### src/rtl/instr_prefetch_queue_if.sv
// Fetch-side bundle: redirect command, decode stream (out_*) and the single-request memory port.
// The master modport is the prefetch queue; the slave modport is the core/memory environment.
interface instr_prefetch_queue_if;
  logic        redirect;
  logic [31:0] redirect_addr;
  logic        out_valid;
  logic [31:0] out_addr;
  logic [31:0] out_instr;
  logic        out_ready;
  logic        mem_req;
  logic [31:0] mem_addr;
  logic        mem_ack;
  logic [31:0] mem_data;

  modport master (
    input  redirect, redirect_addr, out_ready, mem_ack, mem_data,
    output out_valid, out_addr, out_instr, mem_req, mem_addr
  );

  modport slave (
    output redirect, redirect_addr, out_ready, mem_ack, mem_data,
    input  out_valid, out_addr, out_instr, mem_req, mem_addr
  );
endinterface

### src/rtl/instr_prefetch_queue.sv
// Instruction prefetch queue: keeps up to DEPTH fetched {addr, instr} pairs ahead of decode,
// with one outstanding memory request and flush/restart on redirect.
module instr_prefetch_queue #(
  parameter int unsigned DEPTH    = 4,
  parameter logic [31:0] RESET_PC = 32'h0
) (
  input logic                    clk,
  input logic                    rst_n,
  instr_prefetch_queue_if.master bus
);
  localparam int unsigned PTR_W = $clog2(DEPTH);
  localparam int unsigned CNT_W = $clog2(DEPTH + 1);

  typedef enum logic [1:0] {IDLE, WAIT, DROP} state_e;

  state_e             state_q;
  logic               mem_req_q;
  logic [31:0]        mem_addr_q;
  logic [31:0]        fetch_pc_q;
  logic [PTR_W-1:0]   rd_ptr_q;
  logic [PTR_W-1:0]   wr_ptr_q;
  logic [CNT_W-1:0]   count_q;
  logic [CNT_W-1:0]   count_d;
  logic [31:0]        addr_mem_q  [DEPTH];
  logic [31:0]        instr_mem_q [DEPTH];

  logic        push;
  logic        pop;
  logic        has_room;
  logic [31:0] target_pc;
  logic [31:0] pc_inc;

  assign target_pc = bus.redirect_addr & ~32'h3;
  assign pc_inc    = fetch_pc_q + 32'd4;
  assign pop       = (count_q != '0) && bus.out_ready;
  assign push      = (state_q == WAIT) && bus.mem_ack && !bus.redirect;

  always_comb begin
    count_d = count_q;
    case ({push, pop})
      2'b10:   count_d = count_q + CNT_W'(1);
      2'b01:   count_d = count_q - CNT_W'(1);
      default: count_d = count_q;
    endcase
    if (bus.redirect) count_d = '0;
  end

  // A request is only launched when its result is guaranteed a slot, so pushes never overflow.
  assign has_room = (count_d < CNT_W'(DEPTH));

  always_ff @(posedge clk) begin
    if (!rst_n) begin
      state_q    <= IDLE;
      mem_req_q  <= 1'b0;
      mem_addr_q <= RESET_PC;
      fetch_pc_q <= RESET_PC;
    end else begin
      case (state_q)
        IDLE: begin
          if (bus.redirect) begin
            fetch_pc_q <= target_pc;
            mem_addr_q <= target_pc;
            mem_req_q  <= 1'b1;
            state_q    <= WAIT;
          end else if (has_room) begin
            mem_addr_q <= fetch_pc_q;
            mem_req_q  <= 1'b1;
            state_q    <= WAIT;
          end
        end
        WAIT: begin
          if (bus.redirect) begin
            fetch_pc_q <= target_pc;
            if (bus.mem_ack) begin
              mem_addr_q <= target_pc;
            end else begin
              // The pending request cannot be withdrawn; its data is dropped on arrival.
              state_q <= DROP;
            end
          end else if (bus.mem_ack) begin
            fetch_pc_q <= pc_inc;
            if (has_room) begin
              mem_addr_q <= pc_inc;
            end else begin
              mem_req_q <= 1'b0;
              state_q   <= IDLE;
            end
          end
        end
        DROP: begin
          if (bus.mem_ack) begin
            fetch_pc_q <= bus.redirect ? target_pc : fetch_pc_q;
            mem_addr_q <= bus.redirect ? target_pc : fetch_pc_q;
            state_q    <= WAIT;
          end else if (bus.redirect) begin
            fetch_pc_q <= target_pc;
          end
        end
        default: begin
          state_q   <= IDLE;
          mem_req_q <= 1'b0;
        end
      endcase
    end
  end

  always_ff @(posedge clk) begin
    if (!rst_n || bus.redirect) begin
      rd_ptr_q <= '0;
      wr_ptr_q <= '0;
      count_q  <= '0;
    end else begin
      count_q <= count_d;
      if (push) wr_ptr_q <= wr_ptr_q + PTR_W'(1);
      if (pop)  rd_ptr_q <= rd_ptr_q + PTR_W'(1);
    end
  end

  generate
    for (genvar gi = 0; gi < DEPTH; gi++) begin : g_entry
      always_ff @(posedge clk) begin
        if (push && (wr_ptr_q == PTR_W'(gi))) begin
          addr_mem_q[gi]  <= mem_addr_q;
          instr_mem_q[gi] <= bus.mem_data;
        end
      end
    end
  endgenerate

  assign bus.out_valid = (count_q != '0);
  assign bus.out_addr  = bus.out_valid ? addr_mem_q[rd_ptr_q]  : 32'h0;
  assign bus.out_instr = bus.out_valid ? instr_mem_q[rd_ptr_q] : 32'h0;
  assign bus.mem_req   = mem_req_q;
  assign bus.mem_addr  = mem_addr_q;
endmodule

### src/flat_wrapper.sv
// flat-port wrapper written by rule: the top's interface ports become plain ports
module instr_prefetch_queue_flat 
#(
  parameter int unsigned DEPTH    = 4,
  parameter logic [31:0] RESET_PC = 32'h0
)
  (clk, rst_n, bus_redirect, bus_redirect_addr, bus_out_ready, bus_mem_ack, bus_mem_data, bus_out_valid, bus_out_addr, bus_out_instr, bus_mem_req, bus_mem_addr);
  instr_prefetch_queue_if bus_i ();
  input logic clk;
  input logic rst_n;
  input wire logic [$bits(bus_i.redirect)-1:0] bus_redirect;
  input wire logic [$bits(bus_i.redirect_addr)-1:0] bus_redirect_addr;
  input wire logic [$bits(bus_i.out_ready)-1:0] bus_out_ready;
  input wire logic [$bits(bus_i.mem_ack)-1:0] bus_mem_ack;
  input wire logic [$bits(bus_i.mem_data)-1:0] bus_mem_data;
  output wire logic [$bits(bus_i.out_valid)-1:0] bus_out_valid;
  output wire logic [$bits(bus_i.out_addr)-1:0] bus_out_addr;
  output wire logic [$bits(bus_i.out_instr)-1:0] bus_out_instr;
  output wire logic [$bits(bus_i.mem_req)-1:0] bus_mem_req;
  output wire logic [$bits(bus_i.mem_addr)-1:0] bus_mem_addr;
  assign bus_i.redirect = bus_redirect;
  assign bus_i.redirect_addr = bus_redirect_addr;
  assign bus_i.out_ready = bus_out_ready;
  assign bus_i.mem_ack = bus_mem_ack;
  assign bus_i.mem_data = bus_mem_data;
  assign bus_out_valid = bus_i.out_valid;
  assign bus_out_addr = bus_i.out_addr;
  assign bus_out_instr = bus_i.out_instr;
  assign bus_mem_req = bus_i.mem_req;
  assign bus_mem_addr = bus_i.mem_addr;
  instr_prefetch_queue #(.DEPTH(DEPTH), .RESET_PC(RESET_PC)) u_core (.clk(clk), .rst_n(rst_n), .bus(bus_i));
endmodule
### config.mk
export PLATFORM = sky130hd
export DESIGN_NAME = instr_prefetch_queue_flat
export DESIGN_NICKNAME = d
export VERILOG_FILES = /design/src/rtl/instr_prefetch_queue_if.sv /design/src/rtl/instr_prefetch_queue.sv /design/src/flat_wrapper.sv
export SDC_FILE = /design/constraint.sdc
export NUM_CORES = 1
export LEC_CHECK = 0
export ABC_CLOCK_PERIOD_IN_PS = 4100
export CORE_UTILIZATION = 44
export DETAILED_ROUTE_END_ITERATION = 16
export HOLD_SLACK_MARGIN = 0.05
export PLACE_DENSITY = 0.73
export SYNTH_ARGS = -nofsm -noshare
export SYNTH_HDL_FRONTEND = slang
export SYNTH_SLANG_ARGS = --single-unit
### constraint.sdc
create_clock -name clk -period 4.1 [get_ports clk]
set_input_delay 0.615 -clock clk [delete_from_list [all_inputs] [get_ports clk]]
set_output_delay 0.615 -clock clk [all_outputs]
set_load 0.1 [all_outputs]
**Run 1: a small window of the routed layout**

Scale bar: 5 um. Region (82, 119) to (102, 139) um. Cells in gray, sequential cells in the stronger gray; small squares are vias.
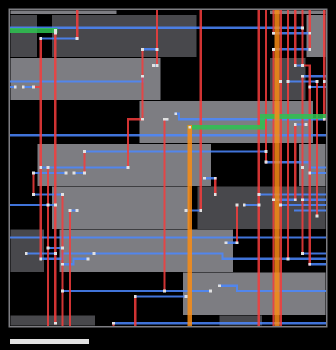
Orange shows met4. Green shows met3. Blue shows met1. Red shows met2.
Sequential cells in the window: 6. Netlist names of flops here include `u_core.addr_mem_q` (5). Most frequent: edfxtp_1 (5). 9 logic cells have their middle in the window.

**Run 1: clock routing**

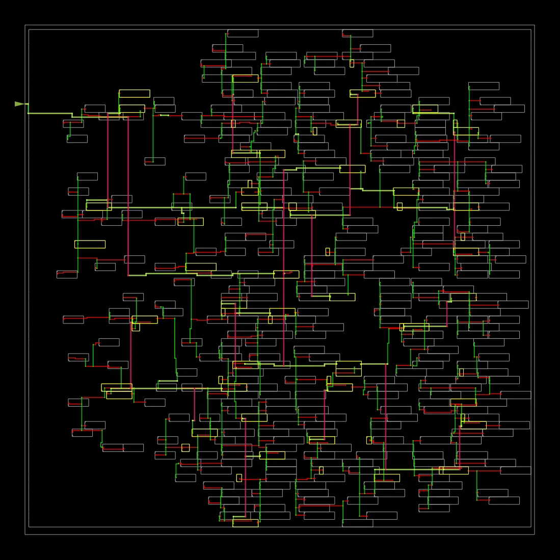
TritonCTS Buffers: 36
clock sinks: 332
Late-Pin Clk Latency: 0.51 ns
Clk. pwr: 3.22 mW

**Run 1: routed metal per tile**

The die is cut into 37 by 37 equal tiles; white is low, dark blue is high, scaled to the fullest tile. Values are wire area over tile area, all layers added.
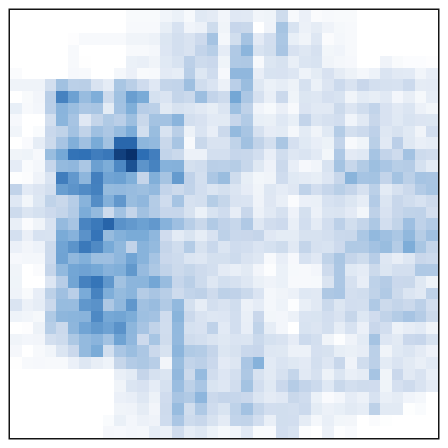
The densest ninth of the die: west. 5.0% of the tiles are over half the peak. The mean over all tiles is 0.16. The emptiest ninth of the die: north-east. The fullest tile reaches 0.81.

==> results.toml, run 1 <==
# generated from flow reports
[run_status]
outcome = "finished clean"

[synthesis]
syn_area_mm2 = 0.0146
mux_share_pct = 10.3
postSynthSeqShare_pct = 63.3
synthCells = 1052
ff_type = "edfxtp_1"
synth-simple-area-share_pct = 12.5
ys_cells = 1052
top_logic_kind = "simple AND/OR/NAND/NOR gates"

[finish]
final_common_cell = "edfxtp_1"
final_cell_area_mm2 = 0.0177
finalNetCount = 1268
final_cells = 1662

[sta]
whs_ns = 0.477
period_used_pct = 80.9
tightestPinTransition_ns = 1.10
relSlewSlack_pct = 26.3
fin_tns_setup_ns = 0

[critical_path]
crit_path_max_fanout = 40
slowest_delay_ns = 0.49
cp.arrival_ns = 3.76
reg2reg_depth = 10
critPathKind = "flop to flop"

[die]
core_area_mm2 = 0.0325

[route]
via_count = 9546
drt_first_pass_iters = 6

[global_routing]
grt_overflow = 0
grt_pass1_vias = 9547

[cts]
cts_tree = "done"
path_clk_slew_ns = 0.06
cts_resized = 0
h-tree-depth = 2

[hold_path]
min_from = "u_core.fetch_pc_q[0]"
hold_end = "u_core.bus.mem_addr[0]"

[power_and_ir_drop]
power_leakage_nw = 5.83
peakVddDrop_uv = 238
seq_cell_power_mw = 3.82
powerDensity_mw_per_mm2 = 443
run 1: final cells by class:
class | count | area [um2] | share of cell area [%]
clock buffer | 44 | 973 | 5.51
sequential | 332 | 9220 | 52.1
inverter | 12 | 45.0 | 0.255
clock inverter | 22 | 219 | 1.24
multi-input combinational | 621 | 4960 | 28.1
timing repair buffer | 189 | 1710 | 9.68
tap | 442 | 553 | 3.13
run 1: layer usage:
metal  GRT usage, %  routed length (um)  vias up
met3           4.08                2240       68
met2           33.6               16200      367
li1               -                   -     4376
met1           27.1               14800     4735
met4           6.23                 829        0
met5              0                   0        -
run 1: worst max-delay path: cells and delay by family, from the launching register on:
kind,cells,cell delay (ns)
flops,1,0.33
buf+inv,1,0.29
fa+ha+maj,2,0.64
simple gates,3,1.12
compound gates,2,0.28
mux,1,0.31
xor+xnor,1,0.27
run 1: Yosys cell counts (all sizes together), types with 6 or more instances:
master / number / area share [%]
xnor2: 22 / 1.3
nor2b: 11 / 0.47
nor4: 17 / 1.1
a21oi: 50 / 1.7
inv: 12 / 0.31
o22ai: 18 / 0.77
xor2: 11 / 0.66
nand2: 57 / 1.5
and3: 6 / 0.26
edfxtp: 256 / 53
mux4: 64 / 9.9
and2: 72 / 3.1
ha: 6 / 0.52
nand4: 16 / 0.77
o21ai: 40 / 1.4
nor2: 31 / 0.80
clkbuf: 62 / 1.6
nand3: 40 / 1.4
o211ai: 6 / 0.31
mux2i: 6 / 0.41
buf: 25 / 0.84
nor3: 29 / 1.0
nand2b: 20 / 0.86
and4: 8 / 0.48
o221ai: 12 / 0.72
a211oi: 9 / 0.46
dfxtp: 76 / 10
a22oi: 6 / 0.31
**Run 1: selected gate families**

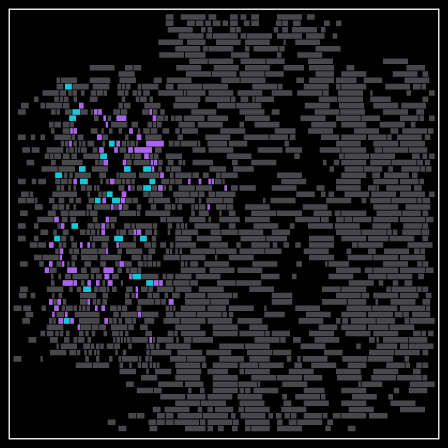

## Run 2: what changed since run 1
ABC_CLOCK_PERIOD_IN_PS = 3100   (was 4100)
clock period = 3.1 ns   (was 4.1 ns; I/O delays follow)
**Run 2: selected gate families**

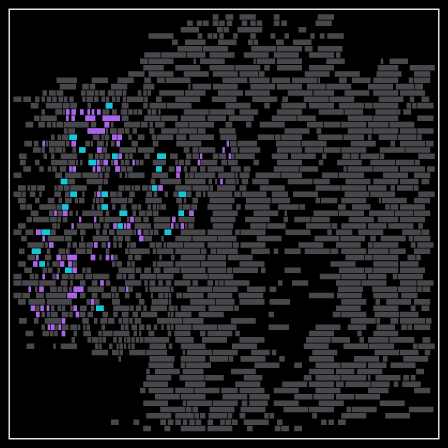
Cyan shows AND-OR and OR-AND gates, cells 23, most used o31a_1, where west. Purple shows NOR gates, cells 88, most used nor2_1, where west.

**Run 2: routed metal per tile**

The die is cut into 37 by 37 equal tiles; white is low, dark blue is high, scaled to the fullest tile. Values are wire area over tile area, all layers added.
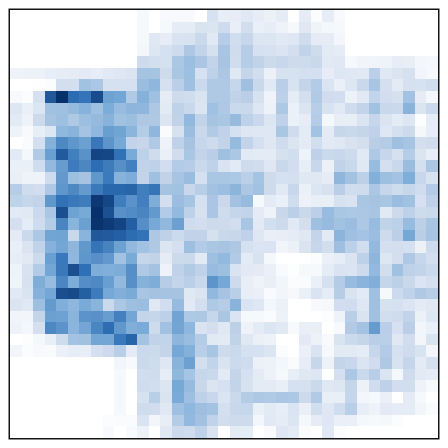
The mean over all tiles is 0.17. 15% of the tiles are nearly empty. The densest ninth of the die: west. 9.3% of the tiles are over half the peak. The fullest tile reaches 0.72.

==> run 2 against run 1 <==
  * Hold slack lost 0.013 ns
  * Sequential power rose by 32%
  * Final cell count is 1.9% higher
  * Sequential cell count is the same
  * Routed wire length is 1.5% higher
  * Non-clock buffer count rose by 31
  * Largest power group unchanged
==> results.toml, run 2 <==
# generated from flow reports
[synthesis]
synthCells = 1052
syn_area_mm2 = 0.0146
syn_nets = 1128
top_area_share_pct = 52.8
common_cells = "edfxtp_1, dfxtp_1, and2_1, mux4_2, clkbuf_1"
synth_top_cell_by_count = "edfxtp_1"
ff_type = "edfxtp_1"
ys_cells = 1052
area_leaders = "edfxtp_1, dfxtp_1, mux4_2, and2_1, a21oi_1"
postSynthSeqShare_pct = 63.3
synth.largest_area_cell = "edfxtp_1"

[power_and_ir_drop]
powerDensity_mw_per_mm2 = 570
power_leakage_nw = 6.18
peakVddDrop_uv = 488

[route]
drt_first_pass_iters = 5
wl_per_cell_um = 20.5
wl_met1_um = 14800
via_count = 9644
wl_met2_um = 16400
met3WireLength_um = 2770
routed.top_layer = "met4"
drc = 0

[global_routing]
grt_overflow = 0
grt_pass1_wl_um = 53900
grt_pass1_vias = 9487

[sta]
fin_tns_setup_ns = 0
whs_ns = 0.464
relSlewSlack_pct = 31.0
setup_viol = 0
tightestPinTransition_ns = 1.03
max_freq_mhz = 334
period_used_pct = 96.6
fin_skew_ns = 0.0145

[finish]
fill_cells = 2611
finalNetCount = 1299
final_common_cell = "edfxtp_1"
layout_top_cells = "edfxtp_1, buf_4, dfxtp_1, and2_1, clkdlybuf4s50_1"
seqCellArea_mm2 = 0.00922
final-comb-area_mm2 = 0.00499
drive_gt1_share_pct = 24.2
post-route-util_pct = 56.5
antennaDiodeCount = 0

[critical_path]
reg2reg_depth = 10
worstSetupStartpointType = "flop"
worstPathRequired_ns = 3.55
cp.arrival_ns = 3.44
critPathKind = "flop to flop"
crit_path_max_fanout = 9
r2r_end = "u_core.bus.mem_addr[2]"
reg2reg_slack_ns = 0.11

[hold_path]
min_path_cells = 5
min_from = "bus_redirect"
hold_end = "u_core.bus.mem_addr[0]"

[placement]
gp_congestion = 0.935
dpl_worst_slack_ns = -0.270

[die]
dieArea_mm2 = 0.0338
die-width_um = 184
core_area_mm2 = 0.0325
initCoreUtil_pct = 44.7
die_h_um = 184

[cts]
numCtsBuffers = 36
clk_path_buf_depth = 3
h-tree-depth = 2
cts_tree = "done"
path_clk_slew_ns = 0.06
worstSkewPairLatency_ns = 0.51
cts_sinks = 332

[run_status]
outcome = "finished clean"

[run]
warnings = 31
-- run 2: cell types whose count changed in the layout (fill, tap and decap cells not counted), sizes merged --
cell           before  now
clkinv             14    6
buf                91  155
bufinv              4    5
clkinvlp            4    3
inv                12   14
clkdlybuf4s50      98   65
clkbuf             44   50
-- run 2: final cells by class --
class                   instances  area share, %
repair buffers                220           13.0
inverters                      12          0.245
clock inverters                16           1.18
multi-input cells             621           27.1
clock buffers                  50           5.37
flip-flops and latches        332           50.1
well taps                     442           3.01
-- run 2: logic make-up after synthesis --
group           Yosys count  synth area share (%)
xor+xnor                 33                  1.99
fa+ha+maj                 7                 0.653
buf+inv                  99                  2.78
flops                   332                  63.3
compound gates          189                  8.52
mux                      70                  10.3
simple gates            322                  12.5
-- run 2: stage by stage --
step	instances	area [um2]
floorplan	1052	14600
global placement	1627	17200
detailed placement	1627	17200
CTS	1693	18400
global route	1693	18400
finish	1693	18400
-- run 2: where the power goes --
part,switching (mW),total (mW),internal [mW]
Clock,1.69,4.35,2.66
Combinational,0.727,1.10,0.371
Sequential,0.147,5.05,4.90
-- run 2: worst max-delay path, stage by stage (launching register included) --
cell and delay, ns:
dfxtp_1 0.31, or3_2 0.49, and2_4 0.20, ha_1 0.23, fa_2 0.36, xnor2_2 0.19
mux2i_1 0.28, a32oi_2 0.16, buf_12 0.17, or3_1 0.41, a21oi_2 0.15
-- run 2: timing repair --
item / in CTS / in global routing
resized: 2 / 5
endpoints found under the hold margin: 0 / 0
hold buffers: 0 / 0
pin swaps: 0 / 2
setup endpoints to repair: 1 / 29
-- run 2: per-layer routing --
metal  up-vias  track usage, %
met5         -               0
met4         0            5.67
li1       4415               -
met2       450            33.9
met1      4716            28.3
met3        63            3.86
**Run 2: clock routing**

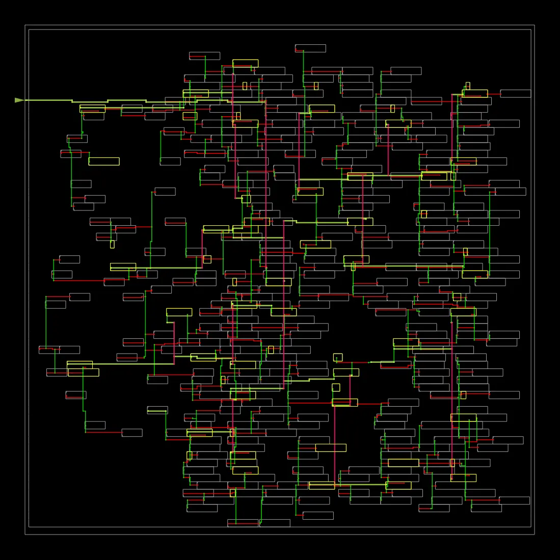

## Run 3: what changed since run 2
CORE_MARGIN = 5   (was default)
**Run 3: clock routing**

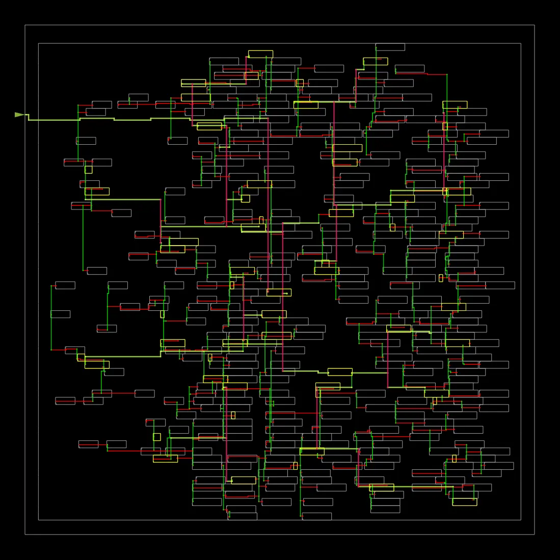
clk_skew: 0.00792 ns
TritonCTS Buffers: 35
CLK BUF: 44
Clk. pwr: 4.08 mW
Late-Pin Clk Latency: 0.50 ns

**Run 3: a small window of the routed layout**

Scale bar: 5 um. Region (86, 124) to (106, 144) um. Cells in gray, sequential cells in the stronger gray; small squares are vias.
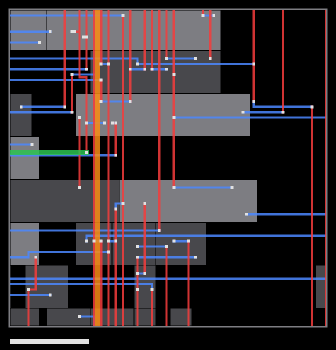
Green shows met3. Orange shows met4. Blue shows met1. Red shows met2.
Sequential cells in the window: 3. Most frequent: buf_4 (2), edfxtp_1 (2). 10 logic cells have their middle in the window. Netlist names of flops here include `u_core.addr_mem_q` (2).

==> run 3 against run 2 <==
  * Synthesized area stayed put
  * Critical path depth unchanged
  * Worst setup slack improved by 0.017 ns
  * Hold slack lost 0.0061 ns
  * Non-clock buffer count grew 1
  * Critical path type unchanged
  * Critical endpoint unchanged
  * Routed wire length up 3.0%
  * Sequential power hardly changed
  * Combinational power hardly changed
  * Clock power is 6.2% lower
  * Clock-buffer cell count shrank 6
==> results.toml, run 3 <==
# generated from flow reports
[finish]
nonClkBufAreaFrac_pct = 12.6
n_all_buffers = 221
sh_seq_area_pct = 50.6
antennaDiodeCount = 0
layout_top_cells = "edfxtp_1, buf_4, dfxtp_1, and2_1, clkdlybuf4s50_1"
final-comb-area_mm2 = 0.00499
final_cell_area_mm2 = 0.0182
comb-cell-share_pct = 27.4
logic_gates = 621
finalNetCount = 1299
final_common_cell = "edfxtp_1"
final_cells = 1687
post-route-util_pct = 55.8
fill_cells = 2627
final-clk-cell-share_pct = 6.09

[sta]
period_used_pct = 96.0
max_freq_mhz = 336
setup_viol = 0
whs_ns = 0.458
fin_tns_setup_ns = 0
tightestPinTransition_ns = 0.912
relSlewSlack_pct = 39.2

[synthesis]
ff_type = "edfxtp_1"
synth.largest_area_cell = "edfxtp_1"
area_leaders = "edfxtp_1, dfxtp_1, mux4_2, and2_1, a21oi_1"
common_cells = "edfxtp_1, dfxtp_1, and2_1, mux4_2, clkbuf_1"
postSynthSeqShare_pct = 63.3
syn_area_mm2 = 0.0146
top_area_share_pct = 52.8
syn_nets = 1128
ys_cells = 1052

[critical_path]
crit_path_max_fanout = 8
worstPathRequired_ns = 3.53
cp.arrival_ns = 3.40
critPathKind = "flop to flop"

[power_and_ir_drop]
p_sw_share_pct = 24.6
internal-power_mw = 7.70
combPwrFrac_pct = 10.6
switching_power_mw = 2.51
clkPwrFrac_pct = 40.0
peakVddDrop_uv = 334
power_leakage_nw = 6.10

[die]
initCoreUtil_pct = 44.6
die_h_um = 192
die-width_um = 192
dieArea_mm2 = 0.0368

[global_routing]
grt_pass1_wl_um = 54500
use_met1_pct = 26.5
met2_usage_pct = 31.9
use_met3_pct = 3.22
grt_overflow = 0

[route]
routed.top_layer = "met4"
met3WireLength_um = 2890
wl_per_cell_um = 21.2
wl_met1_um = 14800
wl_met2_um = 17500
drc = 0
via_count = 9574
drt_first_pass_iters = 5

[run_status]
outcome = "finished clean"

[cts]
path_clk_slew_ns = 0.06
h-tree-depth = 2
cts_tree = "done"
cts_resized = 0

[run]
warnings = 31

[placement]
placed_cell_area_mm2 = 0.0171
dpl_worst_slack_ns = -0.183
[run 3: cell counts after synthesis]
Identical to the previous run, type by type.
[run 3: kinds of logic (layout without fill, tap and decap cells)]
logic type	Yosys count	count (layout)	synth area share (%)
flip-flops	332	332	63.3
AND/OR/NAND/NOR	322	322	12.5
AND-OR/OR-AND	189	189	8.52
buffers and inverters	99	292	2.78
multiplexers	70	70	10.3
XOR/XNOR	33	33	1.99
adder cells (fa/ha/maj)	7	7	0.653
[run 3: power by group through the flow]
| stage | Combinational (mW) | Clock (mW) | Sequential, mW |
|---|---|---|---|
| 6_report | 1.08 | 4.08 | 5.05 |
| 5_1_grt | 1.14 | 4.36 | 5.06 |
| 4_1_cts | 1.08 | 4.16 | 5.04 |
| 3_5_place_dp | 1.07 | 0 | 5.14 |
| 3_3_place_gp | 1.06 | 0 | 5.13 |
| 2_1_floorplan | 0.511 | 0 | 5.31 |
[run 3: path summary, 6_finish.rpt]
check | from | slack (ns) | to | cells past startpoint
max | u_core.count_q[1] | 0.12 | u_core.bus.mem_addr[2] | 10
min | bus_redirect | 0.46 | u_core.bus.mem_addr[0] | 5
max reg2reg | u_core.count_q[1] | 0.12 | u_core.bus.mem_addr[2] | 10
min reg2reg | u_core.fetch_pc_q[0] | 0.48 | u_core.bus.mem_addr[0] | 2
[run 3: critical path, cell delays in order (launching register included)]
cell,delay (ns)
dfxtp_1,0.31
or3_2,0.48
and2_1,0.19
ha_1,0.23
fa_2,0.39
xnor2_4,0.18
mux2i_2,0.29
a32oi_2,0.17
buf_12,0.17
or3_1,0.36
a21oi_1,0.14
Power and IR drop assume default switching activity.
